Fig. 1: run 1, signal wires by layer
Drawn at 10 px/µm.
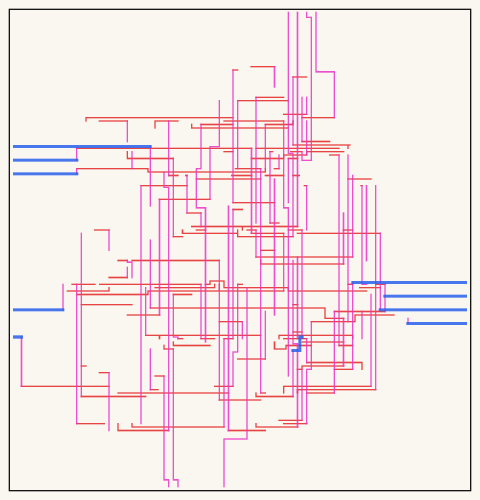
Fig. 2: run 1, clock wiring as the flow saved it
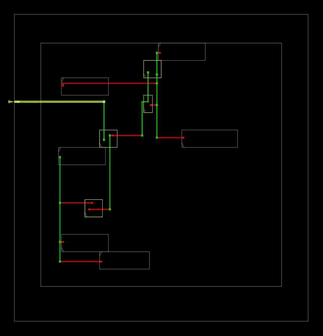
Fig. 3: run 1, cell density map
Drawn at 8 px/µm. 9 x 10 tiles, from white (low) to dark blue (high), 0 to 100% covered.
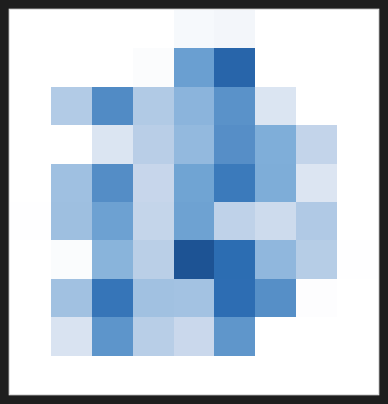
Design sync_down_counter, sky130hd; sources not shown.
==> flow_summary_export.csv, run 1 <==
group,metric,value,unit
timing,finalSetupViolations,4,
floorplan,core_area,1440,µm²
worst_setup_path,crit_chain,"inv_4, ha_4, or3b_4, inv_4",
logic_synthesis,yosysSeqAreaShare,0.342,
timing,setup_slack,-0.150,ns
pwr,p_int,333,µW
timing,finClkSkew,0.00735,ns
route,wl_met3,67,µm
route,drc,0,
logic_synthesis,ys.warnings.count,0,
worst_setup_path,cp_max_fo,2,
worst_setup_path,crit_required,1.12,ns
grt,grt_pass1_wl,1930,µm
floorplan,io_pins,16,
grt,busiest_layer,"met2",
cts,cts_buffer_depth,2,
cells_and_area,layout_top_cell,"buf_4",
run_status,failed_checks,"setup timing",
route,wire_per_inst,19.8,µm
pwr,pwr-share-clk,0.386,
timing,tns,-0.308,ns
worst_setup_path,critPathMostFrequentCell,"inv_4",
run_status,status,"finished, violations left",
Back to the opening pictures, Fig. 1:
blue -> M3  # wire length 67.4 µm
magenta -> M2  # wire length 739 µm
red -> M1  # wire length 502 µm
final WL: 1310 µm
via count: 369

Back to the opening pictures, Fig. 2:
Clock Power: 179 µW
clk_lat worst skew: 0.25 ns
CLK BUF: 4
CTS Buf Count: 3

Back to the opening pictures, Fig. 3:
mean over tiles = 22%
emptiest ninth of the die = north-east
nearly empty tiles = 46%
tiles over 75% full = 4.4%
Initial Util: 0.245
final core occ: 0.356

[run 1: area by class of cell]
| cell class | instances | area (µm²) |
|---|---|---|
| sequential | 6 | 125 |
| fill | 171 | 925 |
| timing repair buffer | 9 | 67.6 |
| multi-input combinational | 26 | 249 |
| tap | 16 | 20.0 |
| inverter | 5 | 23.8 |
| clock buffer | 4 | 26.3 |
[run 1: Yosys cell counts, types with 2 or more instances]
library cell | count | area [µm²]
a21o_1 | 2 | 15.0
dfxtp_1 | 6 | 120
inv_1 | 5 | 18.8
o21ai_0 | 2 | 10.0
nor4_1 | 2 | 12.5
[run 1: power groups by stage]
stage	clock network, mW	registers, mW	logic [mW]
after floorplan	0	0.208	0.0401
after global placement	0	0.194	0.0731
after detailed placement	0	0.195	0.0754
after CTS	0.191	0.194	0.0885
after global routing	0.197	0.197	0.0962
final	0.179	0.195	0.0891
[run 1: repair_timing]
item | 4_1_cts | 5_1_grt
setup buffers | 3 | 0
pin swaps | 1 | 1
resized | 7 | 2
setup endpoints to repair | 4 | 6
[run 1: per-stage QoR]
step,utilization,total power [mW]
detailed placement,0.294,0.271
global placement,0.294,0.267
floorplan,-,0.248
finish,0.356,0.463
global route,0.356,0.490
CTS,0.352,0.474
[run 1: worst max-delay path: cells and delay by family (launching register included)]
family / cells / cell delay, ns
AND/OR/NAND/NOR: 1 / 0.40
buffers and inverters: 2 / 0.14
flip-flops: 1 / 0.35
adder cells (fa/ha/maj): 1 / 0.12
[run 1: cells by family (layout without fill, tap and decap cells)]
family	after synthesis	in the layout	share of synthesized area
AOI/OAI and AO/OA	14	14	0.327
adders and majority gates	1	1	0.0356
and+or+nand+nor	11	11	0.231
DFF	6	6	0.342
buffers and inverters	6	18	0.0641
Fig. 4: run 1, floorplan with the power grid
Drawn at 8 px/µm. Pins as bars on the die edge. Tap cells in gray.
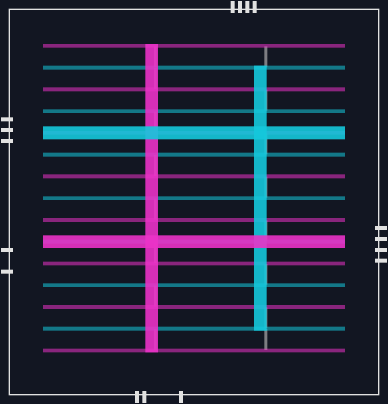

==> inputs of run 2 (changes only) <==
--- a/config.mk
+++ b/config.mk
@@ -8,10 +8,10 @@
 export CAP_MARGIN = 20
 export CELL_PAD_IN_SITES_DETAIL_PLACEMENT = 2
 export CELL_PAD_IN_SITES_GLOBAL_PLACEMENT = 2
-export CORE_AREA = 4 4 42 44
+export CORE_AREA = 4 4 41 43
 export CTS_CLUSTER_DIAMETER = 60
 export DETAILED_ROUTE_END_ITERATION = 8
-export DIE_AREA = 0 0 46 48
+export DIE_AREA = 0 0 45 47
 export DONT_BUFFER_PORTS = 1
 export PLACE_DENSITY = 0.58
 export SYNTH_ARGS = -nofsm -noshare
==> constraint.sdc (replaced) <==
create_clock -name clk -period 1.57 [get_ports clk]
set_input_delay 0.314 -clock clk [delete_from_list [all_inputs] [get_ports clk]]
set_output_delay 0.314 -clock clk [all_outputs]
set_load 0.02 [all_outputs]
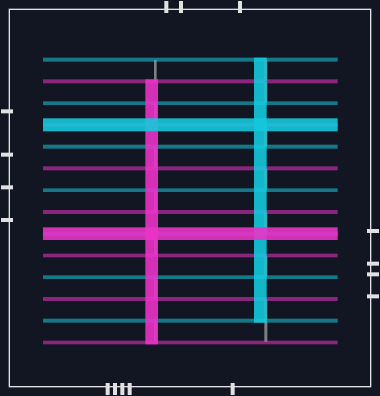
Fig. 5. Floorplan with the power grid (run 2).
Drawn at 8 px/µm. Pins as bars on the die edge. Tap cells in gray.
cyan -> VDD
magenta -> VSS
tap cells = 15
met5 straps = 2
signal pins = 16
rows = 13
met1 rails = 14
core area: 1300 µm²
maximum vdd ir drop: 0.358 mV

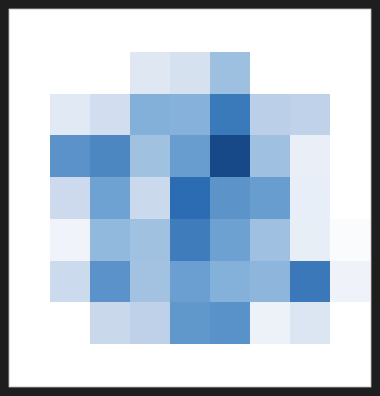
Fig. 6. Cell density map (run 2).
Drawn at 8 px/µm. 9 x 9 tiles, from white (low) to dark blue (high), 0 to 100% covered.
tiles over 75% full = 2.5%
densest ninth of the die = center
emptiest ninth of the die = north-west
mean over tiles = 22%
final core occ: 0.371
Initial Util: 0.270

==> flow_summary_export.csv, run 2 <==
group,metric,value,unit
worst_setup_path,crit_required,1.26,ns
cells_and_area,seq_area,121,µm²
cells_and_area,layout_top_cell,"buf_4",
timing,fin_crit_sh,1.00,
logic_synthesis,yosysSeqAreaShare,0.342,
cts,cts_inserted_buffers,3,
floorplan,io_pins,16,
logic_synthesis,synth_top_area_share,0.342,
logic_synthesis,yosys.area.top_type,"dfxtp_1",
route,drc,0,
route,postRouteWirelength,1160,µm
timing,setup_slack,-0.00312,ns
logic_synthesis,ys.warnings.count,0,
logic_synthesis,most_common_cell,"dfxtp_1",
timing,finClkSkew,0.00385,ns
worst_setup_path,crit_chain,"inv_2, ha_4, or3b_4, inv_4",
worst_setup_path,cp.depth,4,
pwr,finalPower,395,µW
logic_synthesis,synthTopCellsByCount,"dfxtp_1 (6), inv_1 (5), a21o_1 (2), nor4_1 (2), o21ai_0 (2)",
worst_setup_path,cp_max_fo,3,
timing,finalSetupViolations,1,
route,num_vias,362,
run_status,status,"finished, violations left",
route,wire_per_inst,17.8,µm
cells_and_area,fill_cells,153,
worst_setup_path,crit_buf_inv,2,
worst_setup_path,path_delay_family,"simple AND/OR/NAND/NOR gates",
pwr,pwr-share-clk,0.367,
timing,tns,-0.00312,ns
pwr,p_int,287,µW
cts,cts_buffer_depth,2,
run_status,failed_checks,"setup timing",
logic_synthesis,topCellsByArea,"dfxtp_1 (34%), inv_1 (5.3%), a21o_1 (4.3%), nor4b_2 (4.3%), a211oi_2 (3.6%)",
run 2: cell count changes in the layout (fill, tap and decap cells not counted), sizes merged:
cell | before | now
clkbuf | 4 | 3
buf | 9 | 10
run 2: cell families after synthesis:
| kind of cell | Yosys count | share of synthesized area |
|---|---|---|
| buf+inv | 6 | 0.0641 |
| flops | 6 | 0.342 |
| compound gates | 14 | 0.327 |
| fa+ha+maj | 1 | 0.0356 |
| simple gates | 11 | 0.231 |
run 2: power groups by stage:
stage	clock network, mW	logic [mW]	registers, mW
2_1_floorplan	0	0.0346	0.185
4_1_cts	0.157	0.0739	0.171
5_1_grt	0.158	0.0856	0.173
6_report	0.145	0.0785	0.171
3_5_place_dp	0	0.0680	0.173
3_3_place_gp	0	0.0654	0.172
run 2: layer usage:
metal | share of wire | global-route usage
met4 | 0.012 | 0.0702
met3 | 0.085 | 0.0843
met5 | 0 | 0
met2 | 0.52 | 0.226
met1 | 0.38 | 0.114
run 2: per-stage QoR:
step / std cells / utilization
after floorplan: 38 / -
after detailed placement: 58 / 0.316
final: 65 / 0.371
after global routing: 65 / 0.371
after CTS: 62 / 0.354
after global placement: 58 / 0.316
run 2: what timing repair did:
action | CTS | global route
setup buffers | 1 | 3
pin swaps | 1 | 2
endpoints found under the hold margin | 0 | 0
endpoints found under the setup margin | 1 | 2
gates resized | 8 | 0
run 2: cell type report:
class	instances	share of cell area
multi-input cells	26	0.464
flip-flops and latches	6	0.251
well taps	15	0.0389
inverters	5	0.0440
clock buffers	3	0.0466
repair buffers	10	0.155
Power and IR drop assume default switching activity.
